===== src/rtl/uart_pkg.sv =====
// UART register map and boot loader state encoding.
// The uart_over_axi4lite peripheral uses the same offsets.
package uart_pkg;

  localparam logic [7:0] UART_RX_COUNT_OFS = 8'h00;
  localparam logic [7:0] UART_RX_POP_OFS   = 8'h08;
  localparam logic [7:0] UART_TX_COUNT_OFS = 8'h10;
  localparam logic [7:0] UART_TX_DATA_OFS  = 8'h18;

  typedef enum logic [3:0] {
    BL_IDLE,
    BL_POLL_AR,
    BL_POLL_R,
    BL_WAIT,
    BL_POP_AR,
    BL_POP_R,
    BL_MEM_W,
    BL_MEM_B,
    BL_ACK_W,
    BL_ACK_B
  } boot_state_e;

endpackage


===== src/rtl/axil_interface_if.sv =====
// AXI4-Lite bundle with separate read and write master views.
interface axil_interface_if #(
  parameter int ADDR_W = 32,
  parameter int DATA_W = 64
);

  logic [ADDR_W-1:0]   awaddr;
  logic                awvalid;
  logic                awready;
  logic [DATA_W-1:0]   wdata;
  logic [DATA_W/8-1:0] wstrb;
  logic                wvalid;
  logic                wready;
  logic                bvalid;
  logic                bready;
  logic [ADDR_W-1:0]   araddr;
  logic                arvalid;
  logic                arready;
  logic [DATA_W-1:0]   rdata;
  logic                rvalid;
  logic                rready;

  modport wr_mst (
    output awaddr, awvalid, wdata, wstrb,
    output wvalid, bready,
    input  awready, wready, bvalid
  );

  modport rd_mst (
    output araddr, arvalid, rready,
    input  arready, rdata, rvalid
  );

endinterface


===== src/rtl/axil_wr_issue.sv =====
// Single-outstanding AXI4-Lite write issuer: latches addr/data on req,
// drops AW and W independently, pulses resp_done on the B handshake.
module axil_wr_issue #(
  parameter int ADDR_W = 32
) (
  input  logic              clk,
  input  logic              rst,
  input  logic              req,
  input  logic [ADDR_W-1:0] addr,
  input  logic [63:0]       data,
  output logic              accepted,
  output logic              resp_done,
  axil_interface_if.wr_mst  wr
);

  logic [ADDR_W-1:0] awaddr_q, awaddr_d;
  logic [63:0]       wdata_q, wdata_d;
  logic              awvalid_q, awvalid_d;
  logic              wvalid_q, wvalid_d;
  logic              pend_q, pend_d;
  logic              aw_hs, w_hs, bready;

  always_comb begin
    aw_hs     = awvalid_q & wr.awready;
    w_hs      = wvalid_q & wr.wready;
    bready    = pend_q & ~awvalid_q & ~wvalid_q;
    resp_done = bready & wr.bvalid;
    // both channels done now or earlier
    accepted  = pend_q & (~awvalid_q | aw_hs)
              & (~wvalid_q | w_hs);
    awaddr_d  = awaddr_q;
    wdata_d   = wdata_q;
    awvalid_d = awvalid_q;
    wvalid_d  = wvalid_q;
    pend_d    = pend_q;
    if (req) begin
      awaddr_d  = addr;
      wdata_d   = data;
      awvalid_d = 1'b1;
      wvalid_d  = 1'b1;
      pend_d    = 1'b1;
    end else begin
      if (aw_hs)     awvalid_d = 1'b0;
      if (w_hs)      wvalid_d  = 1'b0;
      if (resp_done) pend_d    = 1'b0;
    end
  end

  always_ff @(posedge clk) begin
    if (rst) begin
      awaddr_q  <= '0;
      wdata_q   <= '0;
      awvalid_q <= 1'b0;
      wvalid_q  <= 1'b0;
      pend_q    <= 1'b0;
    end else begin
      awaddr_q  <= awaddr_d;
      wdata_q   <= wdata_d;
      awvalid_q <= awvalid_d;
      wvalid_q  <= wvalid_d;
      pend_q    <= pend_d;
    end
  end

  assign wr.awaddr  = awaddr_q;
  assign wr.awvalid = awvalid_q;
  assign wr.wdata   = wdata_q;
  assign wr.wstrb   = '1;
  assign wr.wvalid  = wvalid_q;
  assign wr.bready  = bready;

endmodule


===== src/rtl/uart_boot_loader.sv =====
// Boot image loader: polls the UART RX FIFO, copies 64-bit words to
// memory, then writes their XOR checksum to the UART TX register.
module uart_boot_loader
  import uart_pkg::*;
#(
  parameter int                ADDR_W     = 32,
  parameter logic [ADDR_W-1:0] LOAD_BASE  = '0,
  parameter int                LOAD_WORDS = 512,
  parameter logic [ADDR_W-1:0] UART_BASE  = '0,
  parameter int                POLL_GAP   = 16
) (
  input  logic             clk,
  input  logic             rst,
  input  logic             start,
  output logic             busy,
  output logic             done,
  output logic [15:0]      words_loaded,
  output logic [63:0]      checksum,
  axil_interface_if.rd_mst uart_rd,
  axil_interface_if.wr_mst uart_wr,
  axil_interface_if.wr_mst mem_wr
);

  localparam logic [ADDR_W-1:0] RX_CNT_ADDR =
    UART_BASE + ADDR_W'(UART_RX_COUNT_OFS);
  localparam logic [ADDR_W-1:0] RX_POP_ADDR =
    UART_BASE + ADDR_W'(UART_RX_POP_OFS);
  localparam logic [ADDR_W-1:0] TX_DAT_ADDR =
    UART_BASE + ADDR_W'(UART_TX_DATA_OFS);
  localparam logic [15:0] GAP_INIT = 16'(POLL_GAP - 1);
  localparam logic [16:0] LAST_CNT = 17'(LOAD_WORDS);

  boot_state_e       state_q;
  logic              busy_q, done_q;
  logic              arvalid_q, rready_q;
  logic [ADDR_W-1:0] araddr_q;
  logic [15:0]       words_loaded_q, gap_q;
  logic [63:0]       checksum_q;
  logic [ADDR_W-1:0] mem_addr;
  logic              last_word, mem_req, ack_req;
  logic              mem_acc, mem_done, ack_acc, ack_done;

  assign last_word =
    ({1'b0, words_loaded_q} + 17'd1) == LAST_CNT;
  assign mem_addr =
    LOAD_BASE + ADDR_W'({words_loaded_q, 3'b000});
  assign mem_req = (state_q == BL_POP_R) & uart_rd.rvalid;
  assign ack_req = (state_q == BL_MEM_B) & mem_done & last_word;

  always_ff @(posedge clk) begin
    if (rst) begin
      state_q        <= BL_IDLE;
      busy_q         <= 1'b0;
      done_q         <= 1'b0;
      arvalid_q      <= 1'b0;
      rready_q       <= 1'b0;
      araddr_q       <= '0;
      words_loaded_q <= '0;
      gap_q          <= '0;
      checksum_q     <= '0;
    end else begin
      unique case (state_q)
        BL_IDLE: if (start) begin
          busy_q         <= 1'b1;
          done_q         <= 1'b0;
          words_loaded_q <= '0;
          checksum_q     <= '0;
          arvalid_q      <= 1'b1;
          araddr_q       <= RX_CNT_ADDR;
          state_q        <= BL_POLL_AR;
        end
        BL_POLL_AR, BL_POP_AR: if (uart_rd.arready) begin
          arvalid_q <= 1'b0;
          rready_q  <= 1'b1;
          state_q   <= (state_q == BL_POLL_AR) ?
                       BL_POLL_R : BL_POP_R;
        end
        BL_POLL_R: if (uart_rd.rvalid) begin
          rready_q <= 1'b0;
          if (uart_rd.rdata >= 64'd8) begin
            arvalid_q <= 1'b1;
            araddr_q  <= RX_POP_ADDR;
            state_q   <= BL_POP_AR;
          end else begin
            gap_q   <= GAP_INIT;
            state_q <= BL_WAIT;
          end
        end
        BL_WAIT: if (gap_q == '0) begin
          arvalid_q <= 1'b1;
          araddr_q  <= RX_CNT_ADDR;
          state_q   <= BL_POLL_AR;
        end else begin
          gap_q <= gap_q - 16'd1;
        end
        BL_POP_R: if (uart_rd.rvalid) begin
          rready_q   <= 1'b0;
          checksum_q <= checksum_q ^ uart_rd.rdata;
          state_q    <= BL_MEM_W;
        end
        BL_MEM_W: if (mem_acc) state_q <= BL_MEM_B;
        BL_MEM_B: if (mem_done) begin
          if (words_loaded_q != 16'hFFFF)
            words_loaded_q <= words_loaded_q + 16'd1;
          if (last_word) begin
            state_q <= BL_ACK_W;
          end else begin
            arvalid_q <= 1'b1;
            araddr_q  <= RX_CNT_ADDR;
            state_q   <= BL_POLL_AR;
          end
        end
        BL_ACK_W: if (ack_acc) state_q <= BL_ACK_B;
        BL_ACK_B: if (ack_done) begin
          done_q  <= 1'b1;
          busy_q  <= 1'b0;
          state_q <= BL_IDLE;
        end
        default: state_q <= BL_IDLE;
      endcase
    end
  end

  axil_wr_issue #(.ADDR_W(ADDR_W)) u_mem_wr (
    .clk       (clk),
    .rst       (rst),
    .req       (mem_req),
    .addr      (mem_addr),
    .data      (uart_rd.rdata),
    .accepted  (mem_acc),
    .resp_done (mem_done),
    .wr        (mem_wr)
  );

  axil_wr_issue #(.ADDR_W(ADDR_W)) u_uart_wr (
    .clk       (clk),
    .rst       (rst),
    .req       (ack_req),
    .addr      (TX_DAT_ADDR),
    .data      (checksum_q),
    .accepted  (ack_acc),
    .resp_done (ack_done),
    .wr        (uart_wr)
  );

  assign uart_rd.arvalid = arvalid_q;
  assign uart_rd.araddr  = araddr_q;
  assign uart_rd.rready  = rready_q;
  assign busy            = busy_q;
  assign done            = done_q;
  assign words_loaded    = words_loaded_q;
  assign checksum        = checksum_q;

endmodule


===== src/flat_wrapper.sv =====
// flat-port wrapper written by rule: the top's interface ports become plain ports
module uart_boot_loader_flat import uart_pkg::*;
#(
  parameter int                ADDR_W     = 32,
  parameter logic [ADDR_W-1:0] LOAD_BASE  = '0,
  parameter int                LOAD_WORDS = 512,
  parameter logic [ADDR_W-1:0] UART_BASE  = '0,
  parameter int                POLL_GAP   = 16
)
  (clk, rst, start, busy, done, words_loaded, checksum, uart_rd_araddr, uart_rd_arvalid, uart_rd_rready, uart_rd_arready, uart_rd_rdata, uart_rd_rvalid, uart_wr_awaddr, uart_wr_awvalid, uart_wr_wdata, uart_wr_wstrb, uart_wr_wvalid, uart_wr_bready, uart_wr_awready, uart_wr_wready, uart_wr_bvalid, mem_wr_awaddr, mem_wr_awvalid, mem_wr_wdata, mem_wr_wstrb, mem_wr_wvalid, mem_wr_bready, mem_wr_awready, mem_wr_wready, mem_wr_bvalid);
  axil_interface_if #(.ADDR_W(ADDR_W)) uart_rd_i ();
  axil_interface_if #(.ADDR_W(ADDR_W)) uart_wr_i ();
  axil_interface_if #(.ADDR_W(ADDR_W)) mem_wr_i ();
  input  logic clk;
  input  logic rst;
  input  logic start;
  output logic busy;
  output logic done;
  output logic [15:0] words_loaded;
  output logic [63:0] checksum;
  output wire logic [$bits(uart_rd_i.araddr)-1:0] uart_rd_araddr;
  output wire logic [$bits(uart_rd_i.arvalid)-1:0] uart_rd_arvalid;
  output wire logic [$bits(uart_rd_i.rready)-1:0] uart_rd_rready;
  input wire logic [$bits(uart_rd_i.arready)-1:0] uart_rd_arready;
  input wire logic [$bits(uart_rd_i.rdata)-1:0] uart_rd_rdata;
  input wire logic [$bits(uart_rd_i.rvalid)-1:0] uart_rd_rvalid;
  output wire logic [$bits(uart_wr_i.awaddr)-1:0] uart_wr_awaddr;
  output wire logic [$bits(uart_wr_i.awvalid)-1:0] uart_wr_awvalid;
  output wire logic [$bits(uart_wr_i.wdata)-1:0] uart_wr_wdata;
  output wire logic [$bits(uart_wr_i.wstrb)-1:0] uart_wr_wstrb;
  output wire logic [$bits(uart_wr_i.wvalid)-1:0] uart_wr_wvalid;
  output wire logic [$bits(uart_wr_i.bready)-1:0] uart_wr_bready;
  input wire logic [$bits(uart_wr_i.awready)-1:0] uart_wr_awready;
  input wire logic [$bits(uart_wr_i.wready)-1:0] uart_wr_wready;
  input wire logic [$bits(uart_wr_i.bvalid)-1:0] uart_wr_bvalid;
  output wire logic [$bits(mem_wr_i.awaddr)-1:0] mem_wr_awaddr;
  output wire logic [$bits(mem_wr_i.awvalid)-1:0] mem_wr_awvalid;
  output wire logic [$bits(mem_wr_i.wdata)-1:0] mem_wr_wdata;
  output wire logic [$bits(mem_wr_i.wstrb)-1:0] mem_wr_wstrb;
  output wire logic [$bits(mem_wr_i.wvalid)-1:0] mem_wr_wvalid;
  output wire logic [$bits(mem_wr_i.bready)-1:0] mem_wr_bready;
  input wire logic [$bits(mem_wr_i.awready)-1:0] mem_wr_awready;
  input wire logic [$bits(mem_wr_i.wready)-1:0] mem_wr_wready;
  input wire logic [$bits(mem_wr_i.bvalid)-1:0] mem_wr_bvalid;
  assign uart_rd_araddr = uart_rd_i.araddr;
  assign uart_rd_arvalid = uart_rd_i.arvalid;
  assign uart_rd_rready = uart_rd_i.rready;
  assign uart_rd_i.arready = uart_rd_arready;
  assign uart_rd_i.rdata = uart_rd_rdata;
  assign uart_rd_i.rvalid = uart_rd_rvalid;
  assign uart_wr_awaddr = uart_wr_i.awaddr;
  assign uart_wr_awvalid = uart_wr_i.awvalid;
  assign uart_wr_wdata = uart_wr_i.wdata;
  assign uart_wr_wstrb = uart_wr_i.wstrb;
  assign uart_wr_wvalid = uart_wr_i.wvalid;
  assign uart_wr_bready = uart_wr_i.bready;
  assign uart_wr_i.awready = uart_wr_awready;
  assign uart_wr_i.wready = uart_wr_wready;
  assign uart_wr_i.bvalid = uart_wr_bvalid;
  assign mem_wr_awaddr = mem_wr_i.awaddr;
  assign mem_wr_awvalid = mem_wr_i.awvalid;
  assign mem_wr_wdata = mem_wr_i.wdata;
  assign mem_wr_wstrb = mem_wr_i.wstrb;
  assign mem_wr_wvalid = mem_wr_i.wvalid;
  assign mem_wr_bready = mem_wr_i.bready;
  assign mem_wr_i.awready = mem_wr_awready;
  assign mem_wr_i.wready = mem_wr_wready;
  assign mem_wr_i.bvalid = mem_wr_bvalid;
  uart_boot_loader #(.ADDR_W(ADDR_W), .LOAD_BASE(LOAD_BASE), .LOAD_WORDS(LOAD_WORDS), .UART_BASE(UART_BASE), .POLL_GAP(POLL_GAP)) u_core (.clk(clk), .rst(rst), .start(start), .busy(busy), .done(done), .words_loaded(words_loaded), .checksum(checksum), .uart_rd(uart_rd_i), .uart_wr(uart_wr_i), .mem_wr(mem_wr_i));
endmodule

===== config.mk =====
export PLATFORM = sky130hd
export DESIGN_NAME = uart_boot_loader_flat
export DESIGN_NICKNAME = d
export VERILOG_FILES = /design/src/rtl/uart_pkg.sv /design/src/rtl/axil_interface_if.sv /design/src/rtl/axil_wr_issue.sv /design/src/rtl/uart_boot_loader.sv /design/src/flat_wrapper.sv
export SDC_FILE = /design/constraint.sdc
export NUM_CORES = 1
export LEC_CHECK = 0
export CAP_MARGIN = 20
export CELL_PAD_IN_SITES_DETAIL_PLACEMENT = 1
export CELL_PAD_IN_SITES_GLOBAL_PLACEMENT = 1
export CORE_UTILIZATION = 32
export DETAILED_ROUTE_END_ITERATION = 12
export HOLD_SLACK_MARGIN = 0.1
export PLACE_DENSITY = 0.82
export SLEW_MARGIN = 20
export SYNTH_ARGS = -nofsm -noshare
export SYNTH_HDL_FRONTEND = slang
export SYNTH_SLANG_ARGS = --single-unit

===== constraint.sdc =====
create_clock -name clk -period 3.5 [get_ports clk]
set_input_delay 1.05 -clock clk [delete_from_list [all_inputs] [get_ports clk]]
set_output_delay 1.05 -clock clk [all_outputs]
set_load 0.05 [all_outputs]

==> flow_metrics.py <==
# Flow results
metrics = {
    "setup_path": {
        "cp.buffers_inverters": 1,
        "cp-start-kind": "flop",
        "critPathMaxStageDelay_ps": 890,
        "cp.required_ps": 2450,
        "cp_num_cells": 2,
        "path_cells": "nor3b_1, clkdlybuf4s50_1",
        "path_delay_family": "buffers and inverters",
        "crit_fanout": 3,
        "worstSetupEndpoint": "mem_wr_bready",
        "r2r_cells": 9,
        "rrSetupSlack_ps": 330,
        "reg2reg_from": "u_core.words_loaded[0]",
        "critPathSlowestCell": "clkdlybuf4s50_1",
        "endpoint_kind": "primary output",
        "timing.rr.end": "u_core.u_uart_wr.wr.wdata[21]",
        "path_class": "flop to primary output",
        "cp-startpoint": "u_core.u_mem_wr.pend_q",
        "cp.arrival_ps": 2150,
    },
    "power": {
        "power.switching_w": 0.003497,
        "power_frac_seq_pct": 36.0,
        "p_leak_nw": 5.419,
        "clkPwrFrac_pct": 32.7,
        "p_per_area_mw_per_mm2": 624.4,
        "power_frac_comb_pct": 31.2,
        "switching_share_pct": 36.83,
        "p_total_w": 0.009497,
        "peakVddDrop_v": 0.0003717,
        "intPower_w": 0.006000,
    },
    "synthesis": {
        "synth_cells": 1291,
        "ys.flops": 256,
        "synthArstFlopShare_pct": 0,
        "synthTopCellsByCount": "dfxtp_1 (256), nand2_1 (244), nor2_1 (179)",
        "yosys.area_share.aoi_pct": 8.445,
        "synthSimpleGateAreaFrac_pct": 21.99,
        "synth_top_cell_by_count": "dfxtp_1",
        "largest_area_cell": "dfxtp_1",
        "avgSynthCellArea_um2": 8.458,
        "xor_share_pct": 6.337,
        "ys_cells": 1291,
        "synth.logic.top_family": "simple AND/OR/NAND/NOR gates",
        "mux_share_pct": 6.050,
        "mappedNetlistArea_mm2": 0.01092,
        "adder_share_pct": 0.2292,
        "yosys-stat-area_mm2": 0.01092,
        "edf_count": 0,
        "synth_top_area_share_pct": 46.93,
        "ff_type": "dfxtp_1",
        "synth.distinct_cells": 63,
        "seq_area_frac_synth_pct": 46.93,
        "yosysWarnings": 0,
        "netlist_top_cells_area": "dfxtp_1 (47%), nand2_1 (8.4%), buf_4 (6.6%), nor2_1 (6.2%), mux2i_1 (6.1%)",
    },
    "timing": {
        "tightest_slew_ps": 1044,
        "hold_viol": 0,
        "rsz0062_at_grt": "no",
        "maxSlewHeadroom_pct": 30.31,
        "period_used_pct": 91.46,
        "max_freq_ghz": 0.3124,
        "fin_skew_ps": 8.223,
        "finalSetupViolCount": 0,
        "slew_viol_final": 0,
        "timing.final.ws_setup_ps": 298.9,
        "hold_slack_ps": 452.3,
        "tns_ps": 0,
        "period_minus_slack_ps": 3201,
    },
    "global_routing": {
        "grt_pass1_vias": 10250,
        "overflow": 0,
        "antenna_found_initial": 1,
        "grt_pass1_wl_mm": 57.90,
        "grt_max_degree": 84,
    },
    "cts": {
        "clk_pin_slew_worst_paths_ps": 60,
        "clockRootBuffer": "clkbuf_16",
        "cts_hold_buf": 0,
        "clock_path_buffers": 3,
        "htreeDepth": 1,
        "cts_setup_buffers": 0,
        "cts_made_buffers": 28,
        "clock_latency_ps": 550,
        "cts_resized": 0,
        "clock_sinks": 256,
        "cts_tree": "built",
    },
    "placed_design": {
        "gp_congestion": 0.8319,
        "place_area_mm2": 0.01423,
        "hpwlAfterDp_mm": 26.15,
        "placedCellCount": 2002,
        "place_ws_ps": -307.5,
        "io_buffers": 311,
    },
    "layout": {
        "drive_gt1_share_pct": 5.864,
        "final_nets": 1661,
        "areaGrowthSynthToFinish_pct": 39.28,
        "diodes": 0,
        "fillCellCount": 3934,
        "fin_area_mm2": 0.01521,
        "final_cell_mix": "clkdlybuf4s50_1 (310), dfxtp_1 (256), nand2_1 (243), nor2_1 (179), a21oi_1 (115)",
    },
    "floorplan": {
        "fp-utilization_pct": 32.56,
        "core_mm2": 0.03353,
        "die_w_um": 186.7,
        "rows": 67,
        "io_pins": 405,
        "die-area_mm2": 0.03486,
        "dieHeight_um": 186.7,
    },
    "worst_hold_path": {
        "holdCritStartpoint": "u_core.u_mem_wr.wr.wdata[1]",
        "hold_end": "u_core.u_mem_wr.wr.wdata[1]",
        "worstHoldPathCells": 2,
        "worstHoldPathType": "flop to flop",
    },
    "routing": {
        "first_pass_iters": 4,
        "viasPerCell": 4.795,
        "ant_nets": 0,
        "drtIter0Drc": 454,
        "drc": 0,
    },
    "outcome": {
        "status": "finished, final reports clean",
    },
    "job": {
        "warning_count": 26,
        "maxCapViolCount": 0,
    },
}
[per-layer routing]
layer,GRT usage (%),wire length (um),vias up
met4,7.503,1141,2
met3,5.022,2412,71
met5,0,13,-
met1,23.94,15270,4805
met2,36.94,18390,290
li1,-,-,4666
[area by class of cell]
class,count,area (um^2),share of cell area [%]
multi-input cells,947,5072,33.35
well taps,448,560.5,3.686
flip-flops and latches,256,5125,33.70
inverters,10,37.54,0.2468
clock buffers,43,868.3,5.710
repair buffers,341,3440,22.62
clock inverters,6,105.1,0.6911
[power groups by stage]
stage          clock network, W  logic (W)  registers, W
6_report                0.00311    0.00297       0.00342
5_1_grt                 0.00329    0.00316       0.00345
4_1_cts                 0.00317    0.00298       0.00343
3_5_place_dp                  0    0.00296       0.00348
3_3_place_gp                  0    0.00290       0.00347
2_1_floorplan                 0    0.00137       0.00414
[flip-flops by register name (all words and copies together) (netlist names)]
signal	count
u_core.u_uart_wr.pend_q	1
u_core.checksum	64
u_core.u_uart_wr.wr.wdata	64
u_core.u_uart_wr.wr.wvalid	1
u_core.u_mem_wr.wr.wvalid	1
u_core.state_q	4
u_core.uart_rd.rready	1
u_core.u_uart_wr.wr.awaddr	1
u_core.u_mem_wr.pend_q	1
u_core.gap_q	16
u_core.done	1
u_core.uart_rd.araddr	1
u_core.words_loaded	16
u_core.u_mem_wr.wr.awvalid	1
u_core.u_uart_wr.wr.awvalid	1
u_core.u_mem_wr.wr.awaddr	16
u_core.busy	1
u_core.u_mem_wr.wr.wdata	64
u_core.uart_rd.arvalid	1
Fig. 1: metal layers overlaid
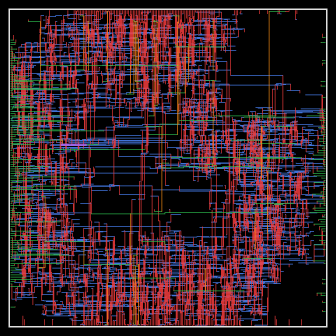
color	layer	wire length
blue	M1	15300 um
orange	M4	1140 um
green	M3	2410 um
purple	M5	13.8 um
red	M2	18400 um
WL per Instance: 18.16 um
GRT Total Usage: 20.72%
vias: 9834
Post-Route WL: 37.24 mm

Fig. 2: selected gate families
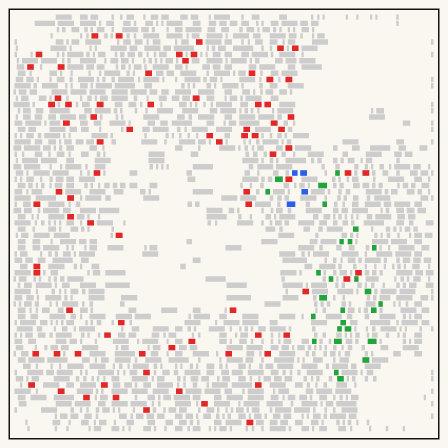
color	family	cells
green	and/or cells	27
blue	non-inverting ao/oa cells	4
red	xor and xnor cells	79
most frequent logic cell in the layout: clkdlybuf4s50_1
combinational share of cell area: 33.35%
Post-Layout Cell Count: 2051

Fig. 3: the metal 2 layer
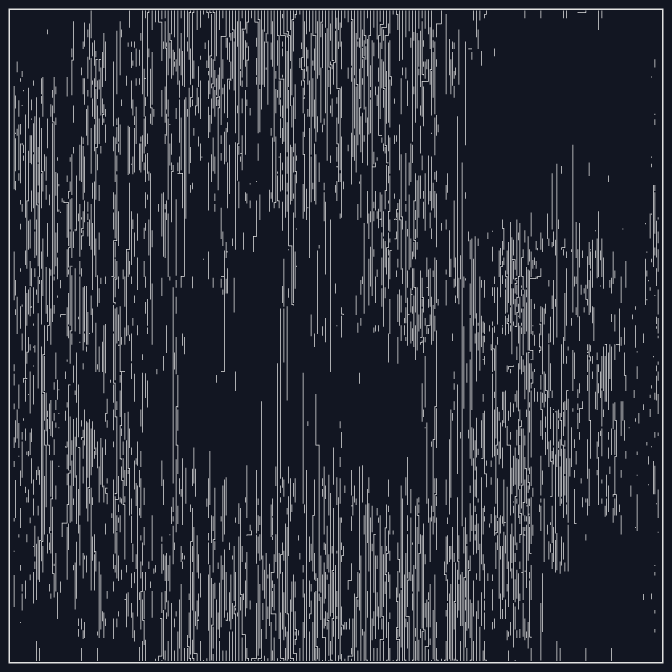
longest straight run	104 um
wire length on this layer	18400 um
main direction	vertical
share of all routed wire	49%
nets with wire on the layer	1513
met2 usage: 36.94%

Fig. 4: congestion heat map
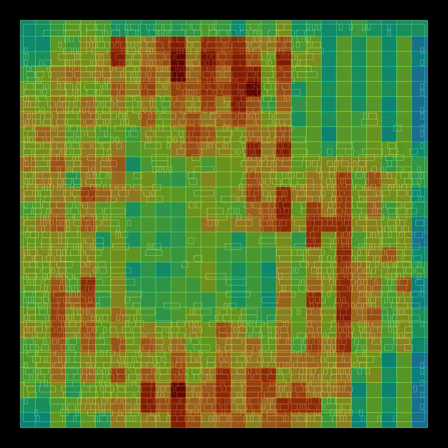
met1 Resource Use GR: 23.94%
busiest grt layer: met2
post-layout util: 45.35%

No activity file was given, so power comes from the tool's default toggle rates.
